<file path="config.mk">
export PLATFORM = sky130hd
export DESIGN_NAME = rob_flush_ctrl
export DESIGN_NICKNAME = d
export VERILOG_FILES = /design/src/rtl/rob_flush_ctrl.sv
export SDC_FILE = /design/constraint.sdc
export NUM_CORES = 1
export LEC_CHECK = 0
export CAP_MARGIN = 20
export CORE_ASPECT_RATIO = 0.9
export CORE_UTILIZATION = 44
export CTS_CLUSTER_DIAMETER = 50
export DETAILED_ROUTE_END_ITERATION = 8
export PLACE_DENSITY_LB_ADDON = 0.15
export SLEW_MARGIN = 10
export SYNTH_ARGS = -nofsm -noshare
export SYNTH_HDL_FRONTEND = slang
export SYNTH_SLANG_ARGS = --single-unit
</file>
<file path="constraint.sdc">
create_clock -name clk -period 3.4 [get_ports clk]
set_clock_uncertainty 0.05 [all_clocks]
set_input_delay 0.51 -clock clk [delete_from_list [all_inputs] [get_ports clk]]
set_output_delay 0.51 -clock clk [all_outputs]
set_load 0.01 [all_outputs]
</file>
<file path="src/rtl/rob_flush_ctrl.sv">
// Mispredict flush controller: picks the oldest branch flush from int0/int1, issues it to ROB and fetch.
// Latency: request at cycle t -> flush_valid/redirect_valid at t+1; dispatch stall held until ROB recovery completes.
// Backpressure: none; requests not older than the one in flight are dropped, since those ops are already squashed.
module rob_flush_ctrl #(
    parameter int ROB_WIDTH = 4,
    parameter int PC_WIDTH  = 32,
    parameter int CNT_WIDTH = 16
) (
    input  logic                 clk,
    input  logic                 reset,
    input  logic                 br0_valid,
    input  logic [ROB_WIDTH:0]   br0_robid,
    input  logic [PC_WIDTH-1:0]  br0_target,
    input  logic                 br1_valid,
    input  logic [ROB_WIDTH:0]   br1_robid,
    input  logic [PC_WIDTH-1:0]  br1_target,
    input  logic [ROB_WIDTH:0]   rob_tail,
    input  logic [1:0]           rob_state,
    output logic                 flush_valid,
    output logic [ROB_WIDTH:0]   flush_robid,
    output logic                 redirect_valid,
    output logic [PC_WIDTH-1:0]  redirect_pc,
    output logic                 dispatch_stall,
    output logic                 busy,
    output logic [CNT_WIDTH-1:0] flush_count
);

    typedef enum logic [1:0] {
        IDLE    = 2'd0,
        FLUSH   = 2'd1,
        RECOVER = 2'd2
    } state_t;

    state_t                 state_q;
    logic                   seen_busy_q;
    logic [ROB_WIDTH:0]     req_robid_q;
    logic [PC_WIDTH-1:0]    req_target_q;
    logic [CNT_WIDTH-1:0]   cnt_q;
    logic [CNT_WIDTH-1:0]   cnt_d;

    logic [ROB_WIDTH:0]     age0;
    logic [ROB_WIDTH:0]     age1;
    logic [ROB_WIDTH:0]     age_req;
    logic                   pick1;
    logic                   win_valid;
    logic [ROB_WIDTH:0]     win_robid;
    logic [PC_WIDTH-1:0]    win_target;
    logic [ROB_WIDTH:0]     win_age;
    logic                   win_older;
    logic                   rob_idle;
    logic                   recover_done;

    // Ages are distances from the retire pointer; modular subtraction handles the wrap bit.
    assign age0    = br0_robid - rob_tail;
    assign age1    = br1_robid - rob_tail;
    assign age_req = req_robid_q - rob_tail;

    // br1 wins only when strictly older; ties go to br0.
    assign pick1      = br1_valid & (~br0_valid | (age1 < age0));
    assign win_valid  = br0_valid | br1_valid;
    assign win_robid  = pick1 ? br1_robid  : br0_robid;
    assign win_target = pick1 ? br1_target : br0_target;
    assign win_age    = pick1 ? age1       : age0;
    assign win_older  = win_valid & (win_age < age_req);

    assign rob_idle     = (rob_state == 2'd0);
    assign recover_done = (state_q == RECOVER) & rob_idle & seen_busy_q;

    // Saturating increment of the issued-flush counter.
    assign cnt_d = (&cnt_q) ? cnt_q : cnt_q + {{(CNT_WIDTH-1){1'b0}}, 1'b1};

    // Flush sequencing: latch winner, issue for one cycle, then wait for the ROB walk to finish.
    always_ff @(posedge clk or posedge reset) begin
        if (reset) begin
            state_q      <= IDLE;
            seen_busy_q  <= 1'b0;
            req_robid_q  <= '0;
            req_target_q <= '0;
            cnt_q        <= '0;
        end else begin
            case (state_q)
                IDLE: begin
                    if (win_valid) begin
                        req_robid_q  <= win_robid;
                        req_target_q <= win_target;
                        cnt_q        <= cnt_d;
                        state_q      <= FLUSH;
                    end
                end
                FLUSH: begin
                    if (win_older) begin
                        req_robid_q  <= win_robid;
                        req_target_q <= win_target;
                        cnt_q        <= cnt_d;
                    end else begin
                        seen_busy_q <= 1'b0;
                        state_q     <= RECOVER;
                    end
                end
                RECOVER: begin
                    // An older mispredict restarts the flush; the ROB goes back to rollback.
                    if (win_older) begin
                        req_robid_q  <= win_robid;
                        req_target_q <= win_target;
                        cnt_q        <= cnt_d;
                        state_q      <= FLUSH;
                    end else if (recover_done) begin
                        state_q <= IDLE;
                    end else if (!rob_idle) begin
                        seen_busy_q <= 1'b1;
                    end
                end
                default: state_q <= IDLE;
            endcase
        end
    end

    // Outputs decode directly from registered state; stall releases in the cycle the ROB is seen idle again.
    assign flush_valid    = (state_q == FLUSH);
    assign redirect_valid = (state_q == FLUSH);
    assign busy           = (state_q != IDLE);
    assign dispatch_stall = (state_q == FLUSH) | ((state_q == RECOVER) & ~recover_done);
    assign flush_robid    = req_robid_q;
    assign redirect_pc    = req_target_q;
    assign flush_count    = cnt_q;

endmodule

</file>
Fig. 1: run 1, track usage over the die
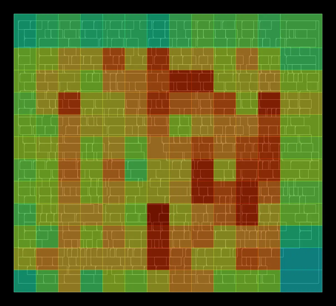
met3 usage: 6.316%
GRT met1 Usage: 30.40%
met2 GRT Util: 46.43%

Fig. 2: run 1, signal metal coverage by tile
The die is cut into 19 by 17 equal tiles; white is low, dark blue is high, scaled to the fullest tile. Values are wire area over tile area, all layers added.
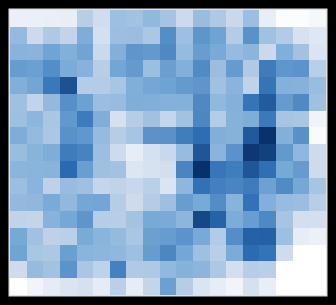
The fullest tile reaches 0.50. 3.4% of the tiles are nearly empty. The mean over all tiles is 0.21. The densest ninth of the die: middle right. The emptiest ninth of the die: lower right.
All-Layer GR Usage: 25.77%
via count: 3391
Total Routed Length: 10.98 mm

==> impl_metrics.py, run 1 <==
# Auto-generated metrics
metrics = {
    "outcome": {
        "status": "finished with violations",
        "violations": "setup timing",
    },
    "cells_and_area": {
        "n_all_buffers": 201,
        "layout.nonclk_buf_share_pct": 33.92,
        "fin_nets": 661,
        "fill_cells": 482,
        "final_layout_size_suffix_gt1_share_pct": 29.87,
        "comb_cells": 260,
    },
    "flow_run": {
        "drv_cap": 0,
    },
    "sta": {
        "grt_setup_unrepaired": "true",
        "setup_viol": 56,
        "finalWorstSetupSlack_ns": -1.037,
        "hold_viol": 0,
    },
    "route": {
        "wl_met2_mm": 5.686,
        "wire_per_inst_um": 17.02,
    },
    "yosys": {
        "yosys.area.top_type_share_pct": 40.20,
        "syn_area_um2": 3486,
        "synthAoiAreaFrac_pct": 13.24,
        "avgSynthCellArea_um2": 9.819,
        "ys_async_sr_fraction_pct": 100.0,
        "synthCells": 355,
        "ys_sh_simple_pct": 12.38,
        "ys_types": 44,
        "common_cells": "dfrtp_1 (56), nand2_1 (53), mux2i_1 (38), o21ai_1 (38), ha_1 (25)",
        "fp_nets": 468,
    },
    "min_path": {
        "worst_hold_path_type": "reg2reg",
    },
    "setup_path": {
        "critPathMaxStageDelay_ns": 0.46,
        "crit_path_start_kind": "input port",
        "crit_path_end_kind": "flip-flop",
        "path_max_fanout": 8,
        "slowest_stage": "clkdlybuf4s50_1",
        "path_buffers": 5,
        "cpLargestDelayFamily": "AND-OR/OR-AND gates",
    },
    "pwr": {
        "p_leak_nw": 2.778,
    },
    "placed_design": {
        "place_ws_ns": -1.774,
        "gp_congestion": 0.8030,
        "dp_hpwl_mm": 7.262,
    },
    "clocking": {
        "ctsHoldBuffers": 0,
        "post_cts_resized": 68,
        "cts.sinks": 56,
        "cts_buffers": 5,
        "worstSkewPairLatency_ns": 0.32,
    },
    "global_route": {
        "grt_pass1_wl_mm": 16.24,
    },
}
Fig. 3: run 1, a small window of the routed layout
Bar = 5 um. Region (62, 55) to (82, 75) um. Cells in gray, sequential cells in the stronger gray; small squares are vias.
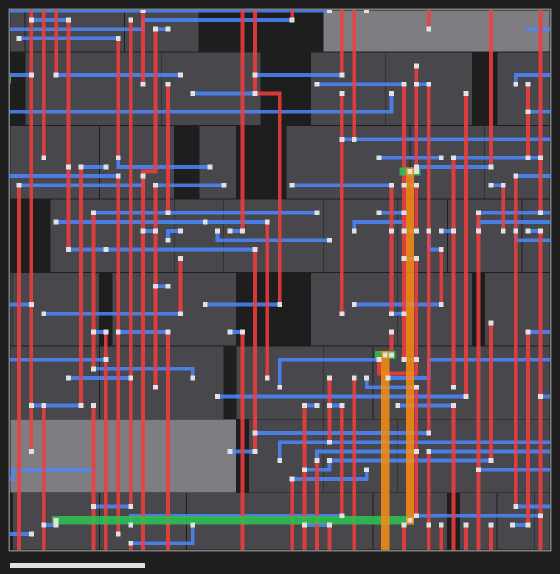
Red stands for metal 2. Orange stands for metal 4. Blue stands for metal 1. Green stands for metal 3.
Netlist names of flops here include flush_robid (1), redirect_pc (1). 40 logic cells have their middle in the window. Most frequent: ha_1 (6), buf_4 (6), a21o_1 (4). Sequential cells in the window: 2.

Fig. 4: run 1, metal layers overlaid
Bar = 20 um. Only two layers are drawn.
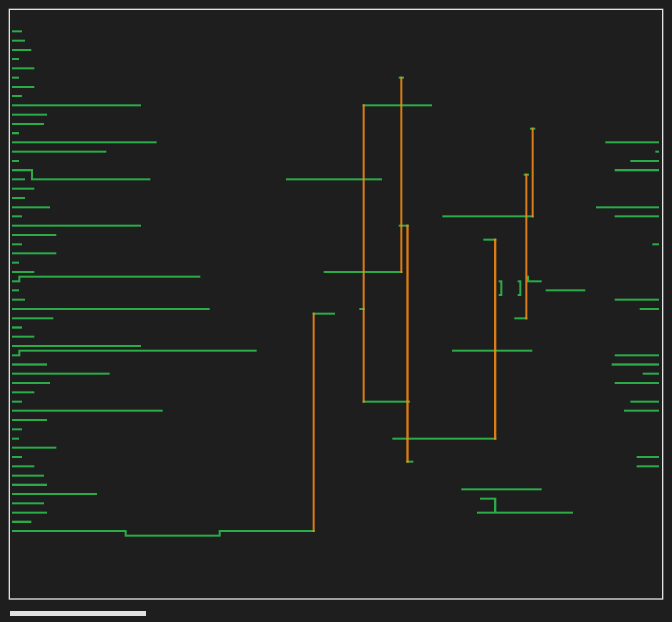
Orange stands for metal 4, wire length 202 um. Green stands for metal 3, wire length 628 um.

==> run 1: power by group <==
part	switching [mW]	internal (mW)	leakage, nW	total (mW)
clock	0.237	0.147	0.0445	0.384
combinational	2.12	2.44	2.04	4.56
sequential	0.277	0.980	0.692	1.26
==> run 1: flip-flops by register name, indices dropped and copies added, names as in the netlist <==
register     cells
seen_busy_q      1
state_q          2
redirect_pc     32
flush_robid      5
flush_count     16
==> run 1: worst register-to-register path, delay by kind of cell (launching register included) <==
kind | cells | cell delay (ns)
buffers and inverters | 3 | 0.33
xor gates and xnor gates | 1 | 0.15
DFF | 1 | 0.40
AOI/OAI and AO/OA | 7 | 1.21
adders and majority gates | 3 | 0.83
muxes | 1 | 0.33
Fig. 5: run 1, metal 1
Bar = 20 um.
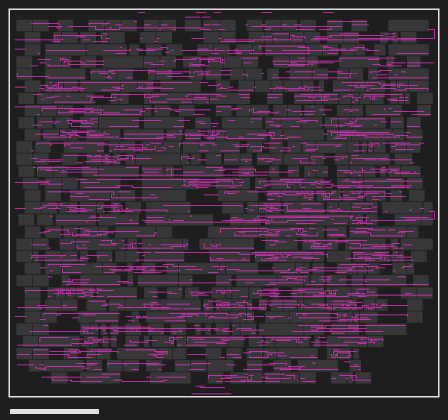

==> run 2, diff against run 1 <==
--- a/config.mk
+++ b/config.mk
@@ -7,5 +7,5 @@
 export LEC_CHECK = 0
 export CAP_MARGIN = 20
-export CORE_ASPECT_RATIO = 0.9
+export CORE_ASPECT_RATIO = 0.6
 export CORE_UTILIZATION = 44
 export CTS_CLUSTER_DIAMETER = 50
--- a/constraint.sdc
+++ b/constraint.sdc
@@ -3,3 +3,3 @@
 set_input_delay 0.51 -clock clk [delete_from_list [all_inputs] [get_ports clk]]
 set_output_delay 0.51 -clock clk [all_outputs]
-set_load 0.01 [all_outputs]
+set_load 0.005 [all_outputs]
Fig. 6: run 2, metal 1
Bar = 20 um.
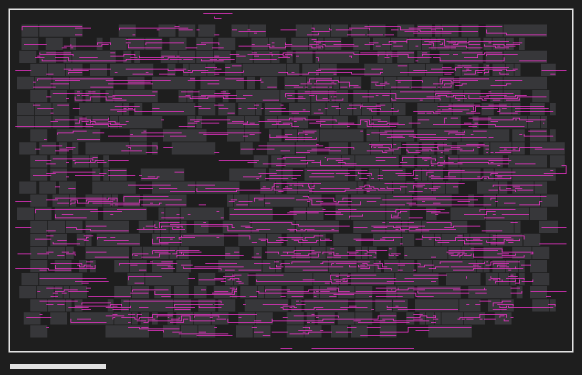
The layer holds 42% of the routed length. 585 nets have wire on it. The layer carries 4390 um of wire. The longest straight run is 32.7 um.
GRT met1 Usage: 33.46%
via count: 3301
Total Routed Length: 10.48 mm

Fig. 7: run 2, a small window of the routed layout
Bar = 5 um. Region (78, 43) to (98, 63) um. Cells in gray, sequential cells in the stronger gray; small squares are vias.
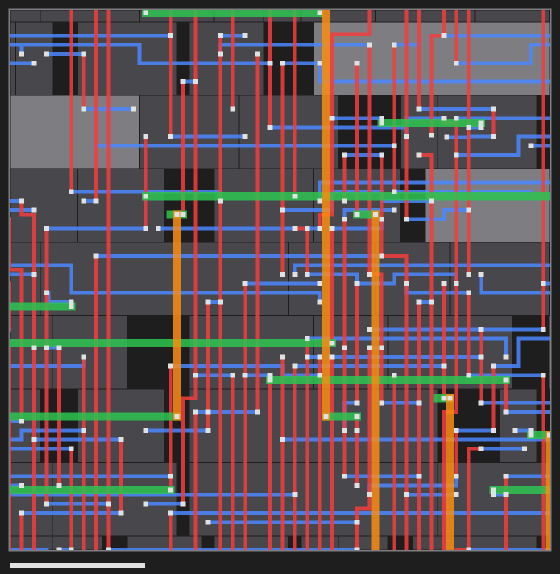
Orange stands for metal 4. Green stands for metal 3. Blue stands for metal 1. Red stands for metal 2.
Netlist names of flops here include redirect_pc (2), flush_robid (1). Sequential cells in the window: 3. Most frequent: a21o_1 (4), clkdlybuf4s50_1 (4). 29 logic cells have their middle in the window.

==> run 2 against run 1 <==
The flow still finishes with violations (setup timing). Worst setup slack better by 0.062 ns. Via count is 2.7% lower. Largest cell class unchanged. Register-to-register slack got worse by 0.04 ns.
==> impl_metrics.py, run 2 <==
# Auto-generated metrics
metrics = {
    "outcome": {
        "violations": "setup timing",
        "status": "finished with violations",
    },
    "setup_path": {
        "cp-startpoint": "br1_robid[0]",
        "path_max_fanout": 8,
        "path_buffers": 5,
        "crit_path_start_kind": "input port",
        "cpLargestDelayFamily": "AND-OR/OR-AND gates",
        "slowest_stage": "fa_2",
    },
    "cells_and_area": {
        "fill_cells": 488,
        "fin_nets": 653,
        "final_layout_size_suffix_gt1_share_pct": 21.63,
        "largest_reg_flops": 32,
    },
    "yosys": {
        "common_cells": "dfrtp_1 (56), nand2_1 (53), mux2i_1 (38), o21ai_1 (38), ha_1 (25)",
        "yosys.area.top_type_share_pct": 40.20,
        "fp_nets": 468,
        "synthAoiAreaFrac_pct": 13.24,
        "ys_ff": 56,
        "ys_async_sr_fraction_pct": 100.0,
        "avgSynthCellArea_um2": 9.819,
        "ys_types": 44,
        "synthCells": 355,
        "syn_area_um2": 3486,
        "ys_sh_simple_pct": 12.38,
    },
    "pwr": {
        "p_seq_share_pct": 23.3,
        "p_sw_mw": 2.062,
        "p_leak_nw": 2.663,
        "comb_power_share_pct": 66.2,
        "power-top-group": "combinational cells",
        "p_comb_mw": 3.37,
        "p_int_mw": 3.025,
        "sw_frac_of_total_pct": 40.54,
        "pg_seq_mw": 1.19,
        "pg_clk_uw": 534,
    },
    "clocking": {
        "post_cts_resized": 45,
        "cts_buffers": 5,
        "ctsHoldBuffers": 0,
        "cts.sinks": 56,
        "worstSkewPairLatency_ns": 0.30,
        "cts-root-buf": "clkbuf_16",
    },
    "min_path": {
        "worst_hold_path_type": "reg2reg",
        "hold_end": "redirect_pc[31]$_DFFE_PP0P_",
    },
    "global_route": {
        "gr-usage-met3_pct": 7.284,
        "track_usage_pct": 25.82,
        "grt_pass1_wl_mm": 16.37,
    },
    "sta": {
        "hold_viol": 0,
        "setup_viol": 56,
        "finalCritPeriodShare_pct": 128.7,
        "grt_setup_unrepaired": "true",
        "finalWorstSetupSlack_ns": -0.9751,
    },
    "placed_design": {
        "place_ws_ns": -1.875,
        "gp_congestion": 0.8192,
        "dp_hpwl_mm": 7.194,
    },
    "route": {
        "wl_met2_mm": 5.040,
        "wire_per_inst_um": 16.25,
        "drc": 0,
    },
    "floorplanning": {
        "core.rowCount": 24,
        "die_area_um2": 8294,
    },
}
-- run 2: cell counts after synthesis --
No cell type changed its count.
-- run 2: cell type report --
| type | instances | area [um2] | area share, % |
|---|---|---|---|
| clock buffer | 5 | 125.1 | 2.134 |
| clock inverter | 3 | 21.27 | 0.3627 |
| inverter | 24 | 110.1 | 1.878 |
| multi-input combinational | 260 | 2187 | 37.29 |
| sequential | 56 | 1401 | 23.90 |
| tap | 104 | 130.1 | 2.219 |
| timing repair buffer | 193 | 1889 | 32.22 |
-- run 2: kinds of logic after synthesis --
logic type,count (synthesis)
AND/OR/NAND/NOR,91
AND-OR/OR-AND,75
flip-flops,56
buffers and inverters,39
multiplexers,39
adder cells (fa/ha/maj),28
XOR/XNOR,27
==> run 3, diff against run 2 <==
Settings changed: SLEW_MARGIN 10 to 20.
Fig. 8: run 3, a small window of the routed layout
Bar = 5 um. Region (78, 43) to (98, 63) um. Cells in gray, sequential cells in the stronger gray; small squares are vias.
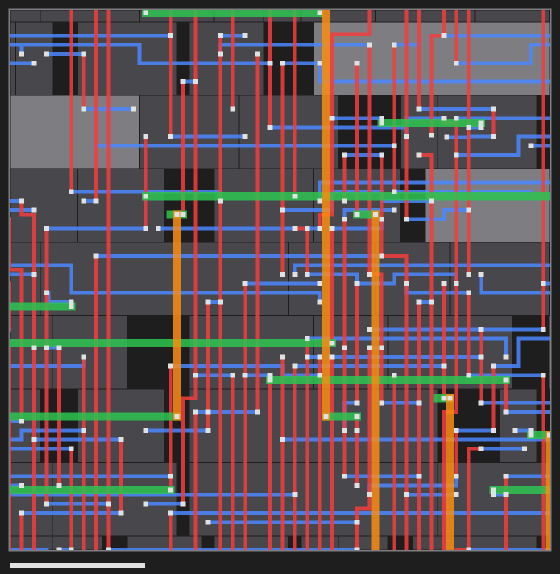
Orange stands for metal 4. Green stands for metal 3. Red stands for metal 2. Blue stands for metal 1.
29 logic cells have their middle in the window. Sequential cells in the window: 3. Netlist names of flops here include redirect_pc (2), flush_robid (1). Most frequent: a21o_1 (4), clkdlybuf4s50_1 (4).

==> run 3 against run 2 <==
The flow still finishes with violations (setup timing). Sequential cell count did not move. Sequential share of layout area did not move. Largest power group unchanged. Global-route usage did not move. Cell count did not move. Largest cell class unchanged. Highest routed layer unchanged. Critical path type unchanged. Worst hold slack did not move. Die area did not move. Wire length did not move. Non-clock buffer count did not move. Sequential power barely moved. Maximum frequency did not move. Cell area did not move.
==> impl_metrics.py, run 3 <==
# Auto-generated metrics
metrics = {
    "cells_and_area": {
        "layout.nonclk_buf_share_pct": 32.22,
        "clockBufferCount": 5,
        "largest_reg_flops": 32,
        "largest_class": "combinational gates",
        "comb_share_pct": 37.29,
        "seq_share_pct": 23.90,
        "mi_logic_area_um2": 2187,
        "fill_cells": 488,
    },
    "outcome": {
        "status": "finished with violations",
        "violations": "setup timing",
    },
    "sta": {
        "finalCritPeriodShare_pct": 128.7,
        "setup_viol": 56,
        "hold_viol": 0,
        "finalWorstSetupSlack_ns": -0.9751,
    },
    "yosys": {
        "ys_ff": 56,
        "synthAoiAreaFrac_pct": 13.24,
        "avgSynthCellArea_um2": 9.819,
        "syn_area_um2": 3486,
        "fp_nets": 468,
        "ys_types": 44,
    },
    "route": {
        "via_count": 3301,
        "wl_met2_mm": 5.040,
        "drt-total-wl_mm": 10.48,
        "drc": 0,
    },
    "pwr": {
        "pg_clk_uw": 534,
        "p_leak_nw": 2.663,
        "pg_seq_mw": 1.19,
        "p_comb_mw": 3.37,
        "p_sw_mw": 2.062,
    },
    "setup_path": {
        "crit_path_start_kind": "input port",
        "path_buffers": 5,
        "slowest_stage": "fa_2",
    },
    "floorplanning": {
        "core.rowCount": 24,
    },
    "placed_design": {
        "dp_hpwl_mm": 7.194,
    },
    "clocking": {
        "cts_buffers": 5,
        "cts-root-buf": "clkbuf_16",
    },
    "min_path": {
        "hold_end": "redirect_pc[31]$_DFFE_PP0P_",
    },
}
Fig. 9: run 3, metal layers overlaid
Bar = 20 um. Only two layers are drawn.
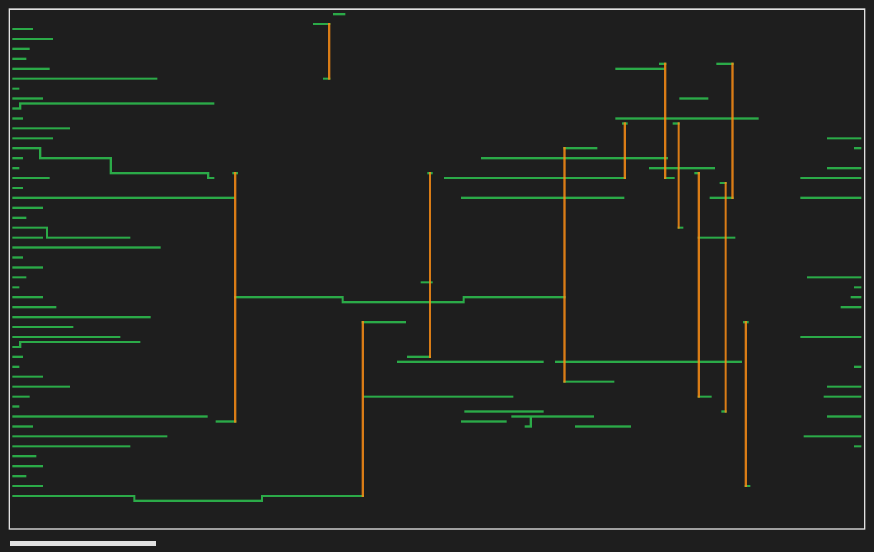
Green stands for metal 3, wire length 789 um. Orange stands for metal 4, wire length 263 um.
All-Layer GR Usage: 25.82%
wire per inst: 16.25 um

## run 3: cell counts in the layout (fill, tap and decap cells not counted)
No cell type changed its count.
## run 3: per-stage QoR
step           hold WS, ns  TNS [ns]  total power, mW  util, %  setup WS [ns]
2_1_floorplan       0.4265    -49.26            2.890        -        -0.9103
3_3_place_gp        0.4161    -89.21            3.907    71.40         -1.640
3_5_place_dp        0.4246   -101.15            4.016    71.40         -1.875
4_1_cts             0.4415    -51.22            4.785    76.28        -0.9478
5_1_grt             0.4591    -65.26            5.473    78.75         -1.244
6_report            0.4318    -50.50            5.088    78.75        -0.9751
## run 3: repair_timing
item                                    CTS  global route
endpoints found under the setup margin   56            56
resized                                  45            37
hold buffers                              0             0
buffers inserted                         13             4
gates cloned                              1             0
pin swaps                                19            25
Power and IR drop assume default switching activity.
